### src/rtl/uart_rx_fifo_pkg.sv
// Shared UART definitions: word width, line rate, system clock and the
// receiver-to-FIFO handshake bundle.
package uart_rx_fifo_pkg;

    localparam int UART_PAYLOAD_BITS  = 8;
    localparam int UART_BIT_RATE      = 9600;
    localparam int UART_CLK_HZ        = 50_000_000;
    localparam int UART_RX_FIFO_DEPTH = 16;

    // One receiver output beat. A beat with brk set carries no data.
    typedef struct packed {
        logic                         valid;
        logic                         brk;
        logic [UART_PAYLOAD_BITS-1:0] data;
    } uart_rx_bundle_t;

endpackage

### src/rtl/uart_fifo_mem.sv
// Register file backing the receive FIFO: one synchronous write port and
// one combinational read port so the FIFO head is visible without latency.
module uart_fifo_mem #(
    parameter int DEPTH = 16,
    parameter int WIDTH = 8
) (
    input  logic                     clk,
    input  logic                     wr_en,
    input  logic [$clog2(DEPTH)-1:0] wr_addr,
    input  logic [WIDTH-1:0]         wr_data,
    input  logic [$clog2(DEPTH)-1:0] rd_addr,
    output logic [WIDTH-1:0]         rd_data
);

    logic [WIDTH-1:0] mem [DEPTH];

    // Storage is deliberately not reset; the FIFO pointers define validity.
    always_ff @(posedge clk) begin
        if (wr_en) begin
            mem[wr_addr] <= wr_data;
        end
    end

    assign rd_data = mem[rd_addr];

endmodule

### src/rtl/uart_rx_fifo.sv
// Receive-side show-ahead byte queue with sticky overflow and BREAK flags.
module uart_rx_fifo
    import uart_rx_fifo_pkg::*;
#(
    parameter int PAYLOAD_BITS = UART_PAYLOAD_BITS,
    parameter int DEPTH        = UART_RX_FIFO_DEPTH
) (
    input  logic                        clk,
    input  logic                        rst_n,
    input  logic                        rx_valid,
    input  logic [PAYLOAD_BITS-1:0]     rx_data,
    input  logic                        rx_break,
    input  logic                        rd_en,
    output logic [PAYLOAD_BITS-1:0]     rd_data,
    output logic                        rd_valid,
    output logic [$clog2(DEPTH):0]      level,
    output logic                        full,
    output logic                        empty,
    output logic                        overflow,
    output logic                        break_seen,
    input  logic                        clr_flags
);

    localparam int ADDR_W = $clog2(DEPTH);
    localparam logic [ADDR_W:0] PTR_ONE = (ADDR_W+1)'(1);

    logic [ADDR_W:0]       wr_ptr_reg;
    logic [ADDR_W:0]       rd_ptr_reg;
    logic [ADDR_W:0]       level_reg;
    logic                  overflow_reg;
    logic                  break_seen_reg;
    logic                  push;
    logic                  pop;
    logic                  drop;
    logic                  data_beat;
    logic [PAYLOAD_BITS-1:0] mem_rd_data;

    // Pointer comparison: equal means empty, equal index with opposite wrap bit means full.
    assign empty = (wr_ptr_reg == rd_ptr_reg);
    assign full  = (wr_ptr_reg[ADDR_W] != rd_ptr_reg[ADDR_W]) &&
                   (wr_ptr_reg[ADDR_W-1:0] == rd_ptr_reg[ADDR_W-1:0]);

    // A BREAK beat never carries data, so it is excluded from push and drop alike.
    assign data_beat = rx_valid & ~rx_break;
    assign pop       = rd_en & ~empty;
    assign push      = data_beat & (~full | pop);
    assign drop      = data_beat & full & ~pop;

    uart_fifo_mem #(
        .DEPTH (DEPTH),
        .WIDTH (PAYLOAD_BITS)
    ) u_mem (
        .clk     (clk),
        .wr_en   (push),
        .wr_addr (wr_ptr_reg[ADDR_W-1:0]),
        .wr_data (rx_data),
        .rd_addr (rd_ptr_reg[ADDR_W-1:0]),
        .rd_data (mem_rd_data)
    );

    // Pointer and occupancy bookkeeping; level moves by at most one per cycle.
    always_ff @(posedge clk or negedge rst_n) begin
        if (!rst_n) begin
            wr_ptr_reg <= '0;
            rd_ptr_reg <= '0;
            level_reg  <= '0;
        end else begin
            if (push) wr_ptr_reg <= wr_ptr_reg + PTR_ONE;
            if (pop)  rd_ptr_reg <= rd_ptr_reg + PTR_ONE;
            case ({push, pop})
                2'b10:   level_reg <= level_reg + PTR_ONE;
                2'b01:   level_reg <= level_reg - PTR_ONE;
                default: level_reg <= level_reg;
            endcase
        end
    end

    // Sticky flags: a set event in the same cycle as clr_flags takes priority.
    always_ff @(posedge clk or negedge rst_n) begin
        if (!rst_n) begin
            overflow_reg   <= 1'b0;
            break_seen_reg <= 1'b0;
        end else begin
            overflow_reg   <= drop     | (overflow_reg   & ~clr_flags);
            break_seen_reg <= rx_break | (break_seen_reg & ~clr_flags);
        end
    end

    assign rd_data    = empty ? '0 : mem_rd_data;
    assign rd_valid   = ~empty;
    assign level      = level_reg;
    assign overflow   = overflow_reg;
    assign break_seen = break_seen_reg;

endmodule

### config.mk
export PLATFORM = sky130hd
export DESIGN_NAME = uart_rx_fifo
export DESIGN_NICKNAME = d
export VERILOG_FILES = /design/src/rtl/uart_rx_fifo_pkg.sv /design/src/rtl/uart_fifo_mem.sv /design/src/rtl/uart_rx_fifo.sv
export SDC_FILE = /design/constraint.sdc
export NUM_CORES = 1
export LEC_CHECK = 0
export ABC_AREA = 0
export ABC_CLOCK_PERIOD_IN_PS = 5500
export CORE_MARGIN = 8
export CORE_UTILIZATION = 53
export DETAILED_ROUTE_END_ITERATION = 12
export PLACE_DENSITY = 0.75
export SLEW_MARGIN = 20
export SYNTH_ARGS = -nofsm -noshare
export SYNTH_HDL_FRONTEND = slang
export SYNTH_SLANG_ARGS = --single-unit
### constraint.sdc
create_clock -name clk -period 5.5 [get_ports clk]
set_clock_uncertainty 0.15 [all_clocks]
set_input_delay 1.1 -clock clk [delete_from_list [all_inputs] [get_ports clk]]
set_output_delay 1.1 -clock clk [all_outputs]
set_load 0.1 [all_outputs]
m2.png
Scale bar: 20 um.
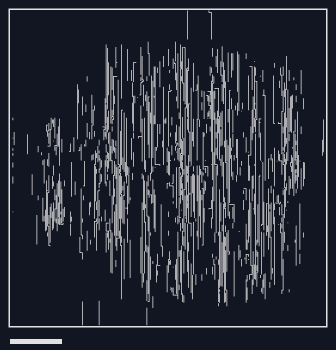
The wires run mostly vertical. The layer carries 5500 um of wire. The layer holds 49% of the routed length. The longest straight run is 56.1 um.

clock_wires.png
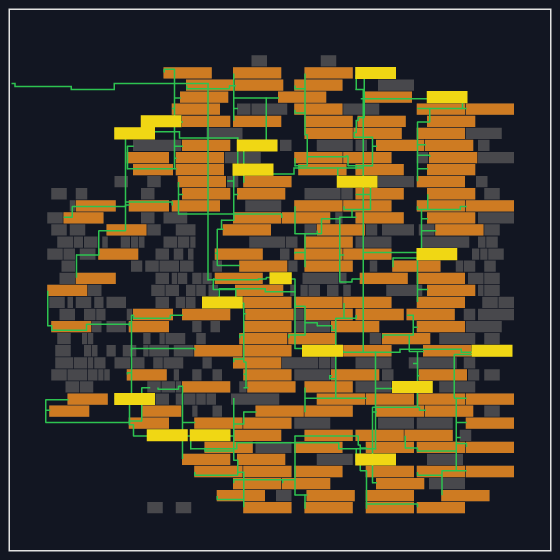
Key: green = clock wires [length 1510 um]; yellow = clock-net drivers [count 17]; orange = flip-flops [count 145]
There are 18 routed clock nets.

==> results_slide.txt <==
Synthesis and Place & Route Summary

Status
  • Run status: finished clean

Setup path
  • Setup CP Type: reg -> out
  • CP delay by family, top: buffers and inverters
  • Maximum fanout encountered on the critical timing path: 20
  • Highest-delay cell along the critical path: sky130_fd_sc_hd__clkdlybuf4s50_1
  • Critical path buffer and inverter count: 2
  • CP max stage delay: around 1200 ps
  • Data required time of the worst path: approximately 4300 ps
  • Crit Reg-Reg Startpoint: rd_ptr_reg[1]$_DFFE_PN0P_

STA
  • PnR worst setup slack: roughly 760 ps
  • Final setup vio count: 0
  • Slew of the pin with the lowest slew margin: between 900 and 1000 ps

Routing
  • Average via count per standard cell: ~6
  • DRC violations left: 0

Synthesis
  • Portion of the post-synthesis area used by sequential elements: 72.2%
  • Library cells used by synthesis: 37
  • Synthesis-stage register bit count: ~150
  • Commonest register cell after synthesis: sky130_fd_sc_hd__edfxtp_1
  • Ys cells: approximately 310
  • Synthesized netlist net count: 335
  • Share of async-settable or async-resettable flops after synthesis: between 10% and 20%
  • Portion of synthesized cell area occupied by the leading cell type: ~65%

Die
  • Horizontal die size: 122 um
  • Boundary Pins: 32
  • Die Footprint: roughly 0.015 mm^2
  • Core ar.: roughly 0.011 mm^2

Clock tree
  • Buffers inserted by post-CTS timing repair: 0
  • Cell at the root of the clock tree: sky130_fd_sc_hd__clkbuf_8
  • TritonCTS clock tree: yes
  • Post-cts hold-fix buffer tally: 0
  • Total clock buffers created by CTS: 17
  • Clock net sink count: between 100 and 150

Layout
  • Footprint of the flip-flops and latches: between 0.004 and 0.005 mm^2
  • Antenna diode instance count: 0

Global routing
  • Global-route congestion overflow total: 0
  • Maximum number of pins on one net before global-route repair: 22

Placed design
  • Detail Placement HPWL: roughly 7000 um

Hold path
  • Worst min-delay path endpoint: level[4]$_DFFE_PN0P_
==> cells by family (layout without fill, tap and decap cells) <==
group,Yosys count,count (layout),share of synthesized area (%)
compound gates,34,34,3.87
fa+ha+maj,8,8,1.69
mux,35,35,12.8
buf+inv,23,72,1.93
xor+xnor,19,19,2.81
flops,145,145,72.2
simple gates,49,49,4.70
==> metal layers <==
layer	vias up	wire length (um)	global-route usage, %
met5	-	0	0
met4	0	194	6.48
met3	15	824	6.62
met2	103	5500	25.7
met1	1545	4680	20.3
li1	1322	-	-
==> worst max-delay path by stage <==
stage | startpoint | to | slack (ps)
after global routing | rd_ptr_reg[1]$_DFFE_PN0P_ | rd_data[0] | 580
after floorplan | rd_ptr_reg[0]$_DFFE_PN0P_ | rd_data[0] | 1450
after CTS | rd_ptr_reg[1]$_DFFE_PN0P_ | rd_data[0] | 730
after global placement | rd_ptr_reg[0]$_DFFE_PN0P_ | rd_data[3] | 1360
after detailed placement | rd_ptr_reg[0]$_DFFE_PN0P_ | rd_data[3] | 1300
final | rd_ptr_reg[1]$_DFFE_PN0P_ | rd_data[0] | 760
==> final cells by class <==
| cell class | count | area share (%) |
|---|---|---|
| clock inverters | 13 | 2.70 |
| well taps | 140 | 2.52 |
| multi-input cells | 145 | 22.0 |
| flip-flops and latches | 145 | 61.4 |
| repair buffers | 36 | 5.11 |
| inverters | 5 | 0.270 |
| clock buffers | 18 | 6.01 |
==> through the flow <==
| step | instances | area, um^2 | utilization [%] |
|---|---|---|---|
| after floorplan | 313 | 5910 | - |
| final | 502 | 6960 | 63.9 |
| after CTS | 502 | 6960 | 63.9 |
| after detailed placement | 471 | 6350 | 58.3 |
| after global placement | 471 | 6350 | 58.3 |
| after global routing | 502 | 6960 | 63.9 |
==> cells in the mapped netlist, types with 2 or more instances <==
library cell and count:
sky130_fd_sc_hd__and2_1 2, sky130_fd_sc_hd__inv_1 5, sky130_fd_sc_hd__buf_4 3, sky130_fd_sc_hd__nor2b_1 7
sky130_fd_sc_hd__clkbuf_1 4, sky130_fd_sc_hd__buf_2 6, sky130_fd_sc_hd__xor2_1 14, sky130_fd_sc_hd__ha_1 8
sky130_fd_sc_hd__buf_1 3, sky130_fd_sc_hd__dfrtp_1 17, sky130_fd_sc_hd__nand2_1 6, sky130_fd_sc_hd__nor2_1 10
sky130_fd_sc_hd__a21oi_1 10, sky130_fd_sc_hd__nand4_1 2, sky130_fd_sc_hd__and3_1 15, sky130_fd_sc_hd__xnor2_1 5
sky130_fd_sc_hd__edfxtp_1 128, sky130_fd_sc_hd__a22oi_1 17, sky130_fd_sc_hd__mux4_2 32, sky130_fd_sc_hd__a31oi_1 2
